$ cat src/rtl/beamform_pkg.sv
// Shared beamformer types and defaults used by the per-channel alignment blocks.
package beamform_pkg;

  localparam int IQ_DW               = 18;
  localparam int DEFAULT_ALIGN_DELAY = 3;

  typedef struct packed {
    logic signed [IQ_DW-1:0] i;
    logic signed [IQ_DW-1:0] q;
  } iq_sample_t;

endpackage

$ cat src/rtl/iq_ring_ram.sv
// Ring storage for I/Q pairs: one synchronous write port, one asynchronous read port.
module iq_ring_ram #(
  parameter int DEPTH = 16,
  parameter int W     = 36,
  parameter int AW    = $clog2(DEPTH)
) (
  input  logic          clk,
  input  logic          we,
  input  logic [AW-1:0] waddr,
  input  logic [W-1:0]  wdata,
  input  logic [AW-1:0] raddr,
  output logic [W-1:0]  rdata
);

  logic [W-1:0] mem [DEPTH];

  always_ff @(posedge clk) begin
    if (we) mem[waddr] <= wdata;
  end

  // Asynchronous read returns the old contents when raddr == waddr.
  assign rdata = mem[raddr];

endmodule

$ cat src/rtl/iq_delay_comp.sv
// Runtime-programmable I/Q delay counted in valid samples, with zero-fill priming
// after reset or a delay reload, so every channel reaches the combiner aligned.
module iq_delay_comp
  import beamform_pkg::*;
#(
  parameter int  DW            = IQ_DW,
  parameter int  MAX_DELAY     = 16,
  parameter int  DEFAULT_DELAY = DEFAULT_ALIGN_DELAY,
  localparam int AW            = $clog2(MAX_DELAY)
) (
  input  logic                 clk,
  input  logic                 rst,
  input  logic                 din_valid,
  input  logic signed [DW-1:0] dinI,
  input  logic signed [DW-1:0] dinQ,
  input  logic                 delay_load,
  input  logic        [AW-1:0] delay_in,
  output logic                 dout_valid,
  output logic signed [DW-1:0] doutI,
  output logic signed [DW-1:0] doutQ,
  output logic                 filled
);

  function automatic logic [AW-1:0] clamp_delay(input logic [AW-1:0] req);
    if ({1'b0, req} > (AW+1)'(MAX_DELAY - 1)) return AW'(MAX_DELAY - 1);
    return req;
  endfunction

  logic [AW-1:0]        wr_ptr, wr_next, rd_ptr;
  logic [AW-1:0]        d_reg, d_eff;
  logic [AW-1:0]        fill_cnt, fill_eff, fill_next;
  logic                 priming;
  logic [2*DW-1:0]      rd_data;
  logic signed [DW-1:0] out_i, out_q;

  iq_ring_ram #(
    .DEPTH (MAX_DELAY),
    .W     (2*DW),
    .AW    (AW)
  ) u_ram (
    .clk   (clk),
    .we    (din_valid),
    .waddr (wr_ptr),
    .wdata ({dinI, dinQ}),
    .raddr (rd_ptr),
    .rdata (rd_data)
  );

  // A load takes effect for a coincident sample, which becomes sample 1 of the new fill.
  always_comb begin
    d_eff     = delay_load ? clamp_delay(delay_in) : d_reg;
    fill_eff  = delay_load ? '0 : fill_cnt;
    priming   = (fill_eff < d_eff);
    fill_next = priming ? fill_eff + AW'(1) : fill_eff;
    wr_next   = (wr_ptr == AW'(MAX_DELAY - 1)) ? '0 : wr_ptr + AW'(1);
    rd_ptr    = (wr_ptr >= d_eff) ? (wr_ptr - d_eff)
                                  : AW'({1'b0, wr_ptr} + (AW+1)'(MAX_DELAY) - {1'b0, d_eff});
    out_i     = '0;
    out_q     = '0;
    // D=0 aliases the slot being written, so bypass the RAM with the live sample.
    if (!priming && d_eff == '0) begin
      out_i = dinI;
      out_q = dinQ;
    end else if (!priming) begin
      out_i = rd_data[2*DW-1:DW];
      out_q = rd_data[DW-1:0];
    end
  end

  always_ff @(posedge clk or posedge rst) begin
    if (rst) begin
      wr_ptr     <= '0;
      fill_cnt   <= '0;
      d_reg      <= AW'(DEFAULT_DELAY);
      dout_valid <= 1'b0;
      doutI      <= '0;
      doutQ      <= '0;
      filled     <= 1'b0;
    end else begin
      d_reg      <= d_eff;
      dout_valid <= din_valid;
      filled     <= !delay_load && (fill_cnt == d_reg);
      if (din_valid) begin
        wr_ptr   <= wr_next;
        fill_cnt <= fill_next;
        doutI    <= out_i;
        doutQ    <= out_q;
      end else begin
        fill_cnt <= fill_eff;
      end
    end
  end

endmodule

$ cat config.mk
export PLATFORM = sky130hd
export DESIGN_NAME = iq_delay_comp
export DESIGN_NICKNAME = d
export VERILOG_FILES = /design/src/rtl/beamform_pkg.sv /design/src/rtl/iq_ring_ram.sv /design/src/rtl/iq_delay_comp.sv
export SDC_FILE = /design/constraint.sdc
export NUM_CORES = 1
export LEC_CHECK = 0
export ABC_AREA = 1
export CAP_MARGIN = 10
export CORE_AREA = 2 2 280 282
export CTS_BUF_LIST = sky130_fd_sc_hd__clkbuf_8
export CTS_CLUSTER_DIAMETER = 40
export CTS_CLUSTER_SIZE = 40
export DETAILED_ROUTE_END_ITERATION = 12
export DIE_AREA = 0 0 282 284
export GPL_ROUTABILITY_DRIVEN = 0
export PLACE_DENSITY = 0.56
export REMOVE_ABC_BUFFERS = 1
export SYNTH_ARGS = -nofsm -noshare
export SYNTH_HDL_FRONTEND = slang
export SYNTH_SLANG_ARGS = --single-unit
$ cat constraint.sdc
create_clock -name clk -period 3.2 [get_ports clk]
set_input_delay 0.64 -clock clk [delete_from_list [all_inputs] [get_ports clk]]
set_output_delay 0.64 -clock clk [all_outputs]
set_load 0.005 [all_outputs]
==> job_summary.md, run 1 <==
## Synthesis and layout report

| Metric | Value |
|---|---|
| Result of the run | finished clean |
| Period minus WS final | 2.97 ns |
| Commonest Layout Cell | nand2_1 |
| Vias in the first global route | 18032 |
| Initial antenna violation count | 4 |
| Crit-path max cell delay | 0.72 ns |
| Antenna cells | 0 |
| Share of the synthesized area in the top cell type | 64.6% |
| Bufs on Longest Clock Path | 3 |
| Yosys cell count | 2530 |
| Post-synth design cell area | 0.0268 mm² |
| CTS Buf Count | 93 |
| Total tool warning count | 28 |
| Vias per cell | 4.89 |
| Final HPWL DP | between 40 and 50 mm |
| Final Util | about two fifths |
| Setup violation total in the final timing report | 0 |
| Worst flop-to-flop path startpoint | d_reg[0] |
| Cell count after synthesis | 2530 |
| Post-CTS setup buffers | 0 |
| Most area-consuming cells after synthesis | edfxtp_1, nand2_1, nand3_1 |
| YS warnings | 0 |
| Max Fanout on Critical Path | 44 |
| Number of flops mapped to enable cells by yosys | 576 |
| Total die size | around 0.080 mm² |
| Maximum number of pins on one net before global-route repair | around 85 |
| Endpoint of the lowest-slack register-to-register path | doutQ[13] |
| Std cell rows | 102 |
| Power Total | about 32 mW |
| Total cell area at the placement stage | 0.0298 mm² |
| Violation count after the first detailed-routing iteration | 1635 |
| Filler cells | between 7000 and 8000 |
| Post-synthesis cell type count | 32 |
| TritonCTS clock tree | built |
| Number of buffer cells added on primary ports | 81 |
| Cell with the largest stage delay on the worst path | fa_4 |
| CTS root buffer | clkbuf_8 |
| Iteration count of the initial detailed-routing pass | 5 |
| Sequential area share after synthesis | 69.3% |
| Global route total overflow | 0 |
| Yosys top cell by area | edfxtp_1 |
| Total stage count of the critical path | 16 |
| Worst setup startpoint | d_reg[0] |
| Destination of the critical timing path | doutQ[13] |
| Top-level port count | 82 |
| Clock transition at the registers of the reported paths | 0.08 ns |
| Category of the critical setup timing path | flip-flop to flip-flop |
| Worst reg2reg setup slack | 0.23 ns |
| Library cell with the highest instance count after synthesis | nand2_1 |
| GRT Util Overall | 18.9% |
| Slew Viols, Final | 0 |
| Insertion delay to the later sink of the worst-skew pair | 0.72 ns |
| Power Density | between 1000 and 1500 mW/mm² |
| # nets final | 2738 |
| Post-DR wirelength/cell | 19.9 µm |
| Worst Setup Slack post-DPL | -0.495 ns |
| Setup repair after global routing missed its margin | no |
| Cells traversed along the worst timing path | inv_1, o21ai_4, ha_4, inv_1, fa_4, inv_4, buf_12, nand3_1, nand2_1, nand2_1, nand2_1, inv_1, nand2_1, nand3_1, nand2_1, nand2_1 |
| Remaining antenna violation count | 0 |
| Transition time at the pin with the least slew margin | 1.23 ns |
| Max-Slew Margin vs Limit | a little under a fifth |
| Achievable frequency | 336 MHz |
| # DRC | 0 |
| Post_cts resized | 0 |
| Cell area after layout | 0.0321 mm² |
| Leakage power | 12.8 nW |
| Width of the die | 282 µm |
| Vert. Die Dim | 284 µm |
| Critical Path Start Type | flip-flop |
| Kind of cell with the highest combined delay on the critical path | adder cells |
| Async SR Flop Fraction | 7.99% |
| Number of hold buffers added after CTS | 0 |
| Required time of the worst setup path | between 3 and 4 ns |
| Count of max-cap constraint violations | 0 |
| Final hold vios | 0 |
| Buf/Inv on CP | 5 |
| Largest reg by FF count | u_ram.mem |
| Number of clock sinks | 626 |
| Core utilization before placement | 34.8% |
| Primary flip-flop cell chosen by synthesis mapping | edfxtp_1 |
| Worst Slack Setup Final | ~0.23 ns |
| Max reg flops | 576 |
| Synthesis-to-layout area growth | 19.9% |
-- run 1: worst min-delay path by stage --
stage	startpoint	to	slack, ns	cells after the start
after floorplan	doutI[0]	doutI[0]	0.47	2
after detailed placement	doutQ[13]	doutQ[13]	0.47	2
after global routing	rst	doutI[13]	0.33	2
after global placement	doutI[12]	doutI[12]	0.47	2
after CTS	rst	doutI[13]	0.29	2
final	rst	doutI[13]	0.31	2
-- run 1: where the power goes --
part	switching, mW	internal [mW]
clock	3.59	4.24
sequential	0.283	9.83
combinational	9.17	5.18
-- run 1: kinds of logic (layout without fill, tap and decap cells) --
group	Yosys count	in the layout	synth area share, %
simple gates	1600	1600	24.7
buf+inv	241	474	4.18
fa+ha+maj	12	12	0.589
flops	626	626	69.3
xor+xnor	8	8	0.332
compound gates	43	43	0.842
-- run 1: per-layer routing --
metal | track usage (%) | wire, µm | part of all wire [%]
met1 | 25.8 | 32800 | 43
met2 | 30.0 | 35200 | 46
met3 | 3.54 | 5410 | 7.1
met4 | 6.78 | 2320 | 3.1
met5 | 0 | 34 | 0.045
-- run 1: layout make-up --
| cell class | count | area, µm² | share of cell area, % |
|---|---|---|---|
| sequential | 626 | 18600 | 57.8 |
| timing repair buffer | 198 | 2320 | 7.24 |
| tap | 1040 | 1300 | 4.05 |
| clock inverter | 79 | 946 | 2.95 |
| multi-input combinational | 1663 | 7250 | 22.6 |
| clock buffer | 97 | 1340 | 4.16 |
| inverter | 100 | 387 | 1.20 |
-- run 1: stage by stage --
step	instances	hold WS, ns	setup TNS (ns)
finish	3803	0.313	0
CTS	3803	0.286	0
floorplan	2389	0.472	-213.48
global placement	3627	0.466	-14.53
detailed placement	3627	0.469	-15.58
global route	3803	0.328	0
Figure 1. Where the registers sit (run 1).
Bar = 100 µm. Other sequential cells in the stronger grey, the rest of the logic in the fainter grey.
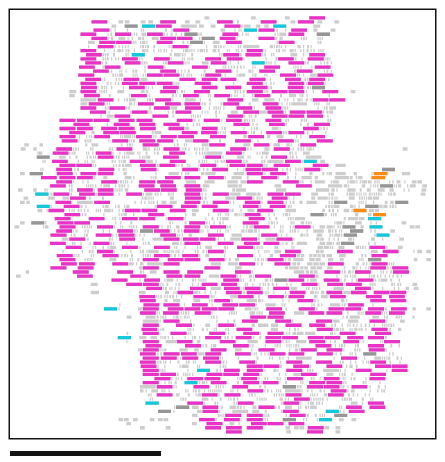
[`u_ram.mem`] magenta | sequential cells: 576
[`doutQ`] cyan | sequential cells: 18 | where: widely spread
[`d_reg`] orange | sequential cells: 4 | where: east
not coloured: 28

Figure 2. Cells coloured by class (run 1).
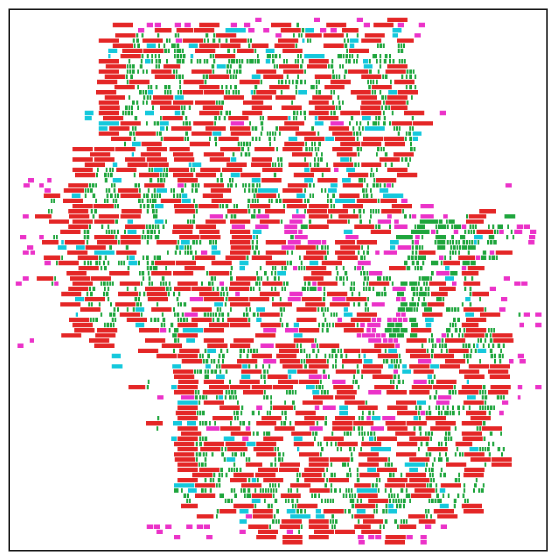
[clock drivers and dummy loads] cyan | cells: 176 | share of their area: 7.4%
[all other logic] green | cells: 1763 | share of their area: 25%
[flops] red | cells: 626 | share of their area: 60%
[other buffers and delay cells] magenta | cells: 198 | share of their area: 7.5%

Figure 3. Routed metal, one colour a layer (run 1).
Bar = 100 µm.
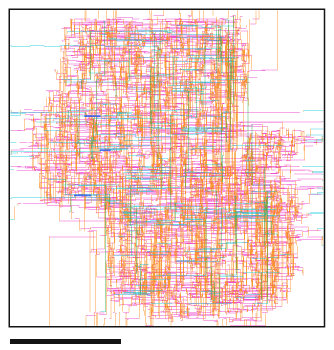
[met2] orange | wire length: 35.2 mm
[met5] blue | wire length: 35.0 µm
[met1] magenta | wire length: 32.8 mm
[met3] cyan | wire length: 5410 µm
[met4] green | wire length: 2320 µm

Figure 4. Routing congestion map (run 1).
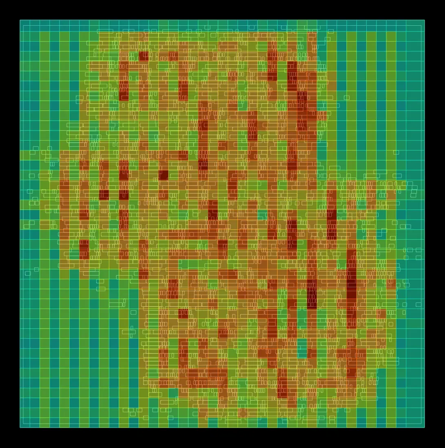

==> run 1 -> run 2 <==
--- a/config.mk
+++ b/config.mk
@@ -13,8 +13,9 @@
 export CTS_CLUSTER_SIZE = 40
 export DETAILED_ROUTE_END_ITERATION = 12
 export DIE_AREA = 0 0 282 284
+export DONT_BUFFER_PORTS = 1
 export GPL_ROUTABILITY_DRIVEN = 0
-export PLACE_DENSITY = 0.56
+export PLACE_DENSITY = 0.55
 export REMOVE_ABC_BUFFERS = 1
 export SYNTH_ARGS = -nofsm -noshare
 export SYNTH_HDL_FRONTEND = slang
Figure 5. Routing congestion map (run 2).
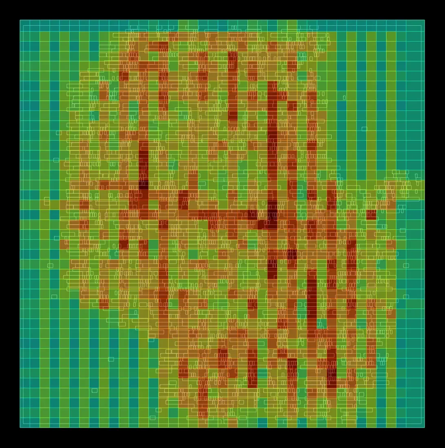
GRT busiest layer: met2
GRT Util Overall: 19.3%
post-DR wirelength/cell: 20.7 µm
M2 GR Usage: 31.2%

Figure 6. Signal metal coverage by tile (run 2).
Bar = 100 µm. 28 x 28 tiles, from dark blue (low) to red (high), scaled to the fullest tile. Values are wire area over tile area, all layers added.
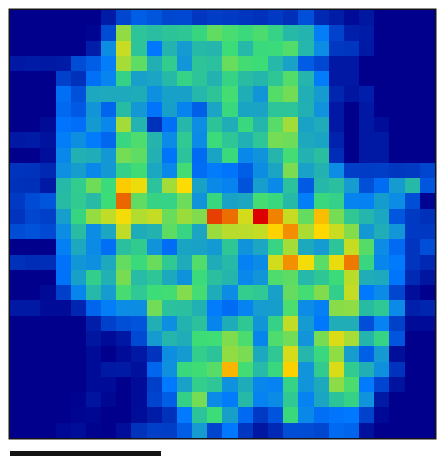
fullest tile: 0.57
nearly empty tiles: 19%
emptiest ninth of the die: south-west
densest ninth of the die: centre
tiles over half the peak: 15%

==> run 2 against run 1 <==
  * Sequential power barely moved
  * Combinational power decreased by 9%
  * Sequential share of layout area is 2.5 points higher
  * Cell count decreased by 2.6%
  * Utilization is 1.7 points lower
  * Count of clock-buffer cells in the layout fell by 3
  * Sequential cell count stayed put
  * Fmax fell by 0.34%
  * Clock skew fell by 0.026 ns
  * Total power is 7.0% lower
  * Critical path type unchanged
==> job_summary.md, run 2 <==
## Synthesis and layout report

| Metric | Value |
|---|---|
| Result of the run | finished clean |
| Power Total | 30.0 mW |
| Met2 layer wire length in the routed design | 36.2 mm |
| Internal power consumption | 17.4 mW |
| Sequential area share after synthesis | between 60% and 70% |
| Initial antenna violation count | 3 |
| Transition time at the pin with the least slew margin | 1.01 ns |
| Total sequential power | 10.2 mW |
| Power consumed by combinational cells | 13.0 mW |
| Area fraction in full adders, half adders and majority gates | 0.589% |
| Primary flip-flop cell chosen by synthesis mapping | edfxtp_1 |
| Max Fanout on Critical Path | 53 |
| # nets final | ~2600 |
| TritonCTS clock tree | built |
| Remaining antenna violation count | 0 |
| Final Util | 40.0% |
| Cell count after synthesis | 2530 |
| Power dissipated by switching net loads | 12.7 mW |
| Metal1 wirelength | 32.6 mm |
| Width of the die | 282 µm |
| Vias per cell | 4.93 |
| Count of max-cap constraint violations | 0 |
| Max reg flops | 576 |
| Iteration count of the initial detailed-routing pass | 7 |
| # DRC | 0 |
| Number of clock sinks | between 600 and 700 |
| AND/OR/NAND/NOR Cells, Area Fraction | 24.7% |
| Fin cells | about 3700 |
| Total tool warning count | 34 |
| Power Density | between 900 and 1000 mW/mm² |
| Met1 layer usage reported by global route | 25.6% |
| Worst Setup Slack post-DPL | 0.0460 ns |
| Most area-consuming cells after synthesis | edfxtp_1, nand2_1, nand3_1 |
| Final HPWL DP | 38.7 mm |
| Achievable frequency | ~340 MHz |
| Category of the critical setup timing path | flip-flop to flip-flop |
| Wire length on met3 | 5.80 mm |
| Sw Ratio | between 40% and 50% |
| Required time of the worst setup path | 3.79 ns |
| Core utilization before placement | 34.8% |
| CTS Buf Count | 89 |
| Post-synthesis cell type count | 32 |
| Commonest Layout Cell | nand2_1 |
| Library cell with the highest instance count after synthesis | nand2_1 |
| Max-Slew Margin vs Limit | between 30% and 40% |
| Global route total overflow | 0 |
| Critical Path Start Type | flip-flop |
| Std cell rows | 102 |
[run 2: stage by stage]
step / TNS (ns) / hold WS [ns] / cell area [µm²]
2_1_floorplan: -213.48 / 0.472 / 26000
3_3_place_gp: 0 / 0.500 / 28300
4_1_cts: 0 / 0.0000634 / 30700
6_report: 0 / 0.0425 / 30800
3_5_place_dp: 0 / 0.497 / 28300
5_1_grt: 0 / 0.0147 / 30800
[run 2: area by class of cell]
cell class / instances / area [µm²]
flip-flops and latches: 626 / 18600
diodes: 2 / 5.00
repair buffers: 109 / 1330
fillers: 7282 / 46200
clock inverters: 72 / 667
multi-input cells: 1663 / 7250
clock buffers: 94 / 1290
inverters: 100 / 389
well taps: 1040 / 1300
[run 2: timing repair]
| action | CTS | global route |
|---|---|---|
| endpoints found under the setup margin | 0 | 8 |
| hold buffers | 44 | 0 |
| setup buffers | 0 | 0 |
| resized | 0 | 5 |
| endpoints found under the hold margin | 503 | 0 |
[run 2: worst paths after layout]
path	from	endpoint	slack, ns	depth (start not counted)
max in group asynchronous	rst	doutI[3]	2.30	2
max	d_reg[0]	doutI[13]	0.22	16
min in group clk	dinI[6]	u_ram.mem[14][24]	0.04	0
min	rst	doutI[8]	0.04	1
max reg2reg	d_reg[0]	doutI[13]	0.22	16
min reg2reg	doutQ[0]	doutQ[0]	0.51	2
[run 2: worst max-delay path, cell delays in order (launching register included)]
cell,delay [ns]
dfstp_2,0.51
inv_1,0.07
o21ai_4,0.19
ha_4,0.15
inv_1,0.06
fa_4,0.74
inv_6,0.16
buf_16,0.27
nand3_1,0.13
nand2_1,0.12
nand2_1,0.10
nand2_1,0.07
inv_1,0.04
nand2_1,0.05
nand3_1,0.06
nand2_1,0.07
nand2_1,0.05
==> run 2 -> run 3 <==
--- a/config.mk
+++ b/config.mk
@@ -10,7 +10,7 @@
 export CORE_AREA = 2 2 280 282
 export CTS_BUF_LIST = sky130_fd_sc_hd__clkbuf_8
 export CTS_CLUSTER_DIAMETER = 40
-export CTS_CLUSTER_SIZE = 40
+export CTS_CLUSTER_SIZE = 20
 export DETAILED_ROUTE_END_ITERATION = 12
 export DIE_AREA = 0 0 282 284
 export DONT_BUFFER_PORTS = 1
Figure 7. Cells coloured by class (run 3).
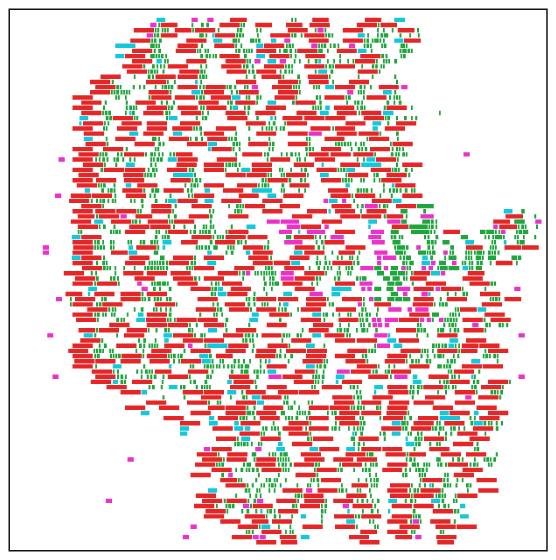
[all other logic] green | cells: 1763 | share of their area: 26%
[flops] red | cells: 626 | share of their area: 63%
[clock drivers and dummy loads] cyan | cells: 166 | share of their area: 6.7%
[other buffers and delay cells] magenta | cells: 109 | share of their area: 4.5%

==> run 3 against run 2 <==
  * Area after synthesis did not move
  * Register-to-register slack barely moved
  * Global-route usage did not move
  * Total power did not move
  * Critical path depth did not move
  * Fmax did not move
  * Hold slack did not move
  * Combinational power barely moved
  * Clock power barely moved
  * Wire length did not move
  * Sequential cell count did not move
  * Design area did not move
  * Critical path type unchanged
==> job_summary.md, run 3 <==
## Synthesis and layout report

| Metric | Value |
|---|---|
| Number of flops mapped to enable cells by yosys | 576 |
| Yosys cell count | between 2000 and 3000 |
| Transition time at the pin with the least slew margin | 1.01 ns |
| Number of buffer cells added on primary ports | 0 |
| Yosys top cell by area | edfxtp_1 |
| Worst Hold Margin | 0.0425 ns |
| Number of clock sinks | 626 |
| Max Fanout on Critical Path | 53 |
| Top-level port count | 82 |
| Worst Setup Slack post-DPL | between 0.04 and 0.05 ns |
| Max reg flops | 576 |
| Post-CTS setup buffers | 0 |
| Worst flop-to-flop path startpoint | d_reg[0] |
| Total tool warning count | 34 |
| Achievable frequency | 335 MHz |
| Fraction of met3 tracks used by global routing | 4.18% |
| Leakage power | 12.2 nW |
| Async SR Flop Fraction | 7.99% |
| Library cell with the highest instance count after synthesis | nand2_1 |
| Category of the critical setup timing path | flip-flop to flip-flop |
| Mean post-synth cell area | 10.6 µm² |
| Cell area after layout | 0.0308 mm² |
| Fin cells | 3706 |
| Power Density | 976 mW/mm² |
| # DRC | 0 |
| Post-DR wirelength/cell | 20.7 µm |
| Insertion delay to the later sink of the worst-skew pair | 0.71 ns |
| CTS root buffer | clkbuf_8 |
| Vert. Die Dim | 284 µm |
| Total cell area at the placement stage | 0.0283 mm² |
| # nets final | 2645 |
| Commonest Layout Cell | nand2_1 |
| TritonCTS clock tree | built |
| Total die size | about 0.080 mm² |
| Final Util | between 30% and 40% |
| Bufs on Longest Clock Path | 3 |
| Count of max-cap constraint violations | 0 |
| Primary flip-flop cell chosen by synthesis mapping | edfxtp_1 |
| Post-synthesis cell type count | 32 |
| Width of the die | 282 µm |
| Cell total after placement | 3494 |
| Result of the run | finished clean |
| Register area | 0.0186 mm² |
| Slew Viols, Final | 0 |
| Power Total | 30.0 mW |
| Setup violation total in the final timing report | 0 |
| Total negative slack for setup checks | 0 ns |
| Met1 layer usage reported by global route | about 26% |
| Std cell rows | 102 |
| M2 GR Usage | a little under a third |
| Vias per cell | 4.93 |
| GRT Util Overall | 19.3% |
| Vias in the first global route | 17628 |
| Setup repair after global routing missed its margin | no |
| GRT busiest layer | met2 |
| Cell count after synthesis | 2530 |
| Final HPWL DP | 38.7 mm |
| Remaining antenna violation count | 0 |
| Filler cells | 7282 |
| Iteration count of the initial detailed-routing pass | 7 |
| Max-Slew Margin vs Limit | 32.5% |
| Share of the synthesized area in the top cell type | 64.6% |
| Critical Path Start Type | flip-flop |
| Core utilization before placement | 34.8% |
| Most area-consuming cells after synthesis | edfxtp_1, nand2_1, nand3_1 |
| Period minus WS final | a little under 3 ns |
| CTS Buf Count | 89 |
| Sequential area share after synthesis | ~69% |
| YS warnings | 0 |
| Maximum number of pins on one net before global-route repair | 115 |
| Synthesis-to-layout area growth | 15.0% |
| Final hold vios | 0 |
| Worst Slack Setup Final | roughly 0.22 ns |
| Vias after detailed routing | 18263 |
| Post-synth design cell area | ~0.027 mm² |
| Clock transition at the registers of the reported paths | 0.07 ns |
| Number of hold buffers added after CTS | 44 |
| Global route total overflow | 0 |
| Largest reg by FF count | u_ram.mem |
| Number of storage elements in the synthesis netlist | 626 |
| Worst setup startpoint | d_reg[0] |
| Violation count after the first detailed-routing iteration | 1653 |
| Post_cts resized | 0 |
| Combinational gate area | 0.00725 mm² |
| Required time of the worst setup path | roughly 3.8 ns |
| Initial antenna violation count | 3 |
Figure 8. Signal metal coverage by tile (run 3).
Bar = 100 µm. 28 x 28 tiles, from dark blue (low) to red (high), scaled to the fullest tile. Values are wire area over tile area, all layers added.
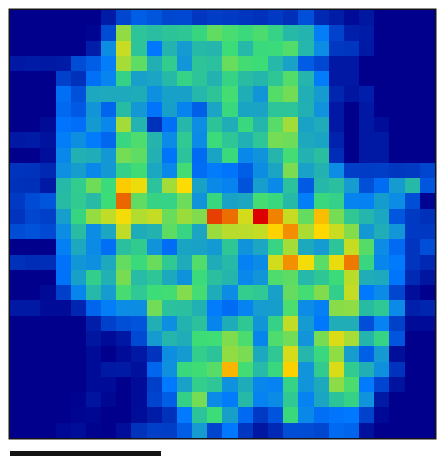
nearly empty tiles: 19%
tiles over half the peak: 15%
fullest tile: 0.57

-- run 3: worst max-delay path, cell delays in order (launching register included) --
cell	delay, ns
dfstp_2	0.51
inv_1	0.07
o21ai_4	0.19
ha_4	0.15
inv_1	0.06
fa_4	0.74
inv_6	0.16
buf_16	0.27
nand3_1	0.13
nand2_1	0.12
nand2_1	0.10
nand2_1	0.07
inv_1	0.04
nand2_1	0.05
nand3_1	0.06
nand2_1	0.07
nand2_1	0.05
-- run 3: worst paths after layout --
| kind | to | slack [ns] | cells after the start |
|---|---|---|---|
| worst max-delay path | doutI[13] | 0.22 | 16 |
| worst min-delay path | doutI[8] | 0.04 | 1 |
| worst max register to register | doutI[13] | 0.22 | 16 |
| worst min register to register | doutQ[0] | 0.51 | 2 |
| max in group asynchronous | doutI[3] | 2.30 | 2 |
| min in group clk | u_ram.mem[14][24] | 0.04 | 0 |
-- run 3: logic make-up after synthesis --
group	after synthesis	synth area share [%]
compound gates	43	0.842
buf+inv	241	4.18
simple gates	1600	24.7
fa+ha+maj	12	0.589
flops	626	69.3
xor+xnor	8	0.332
-- run 3: layer usage --
metal	vias up	share of wire (%)
met3	137	7.6
met2	638	47
li1	8588	-
met4	2	2.7
met1	8898	42
met5	-	0.025
-- run 3: layout make-up --
type | instances | share of cell area [%]
Inverter | 100 | 1.26
Clock buffer | 94 | 4.20
Clock inverter | 72 | 2.17
Sequential cell | 626 | 60.3
Timing Repair Buffer | 109 | 4.31
Antenna cell | 2 | 0.0163
Tap cell | 1040 | 4.23
Multi-Input combinational cell | 1663 | 23.6
-- run 3: power breakdown --
group | total, mW | switching (mW) | internal (mW)
combinational | 13.0 | 8.92 | 4.07
clock | 6.88 | 3.42 | 3.46
sequential | 10.2 | 0.333 | 9.83
Power and IR drop assume default switching activity.
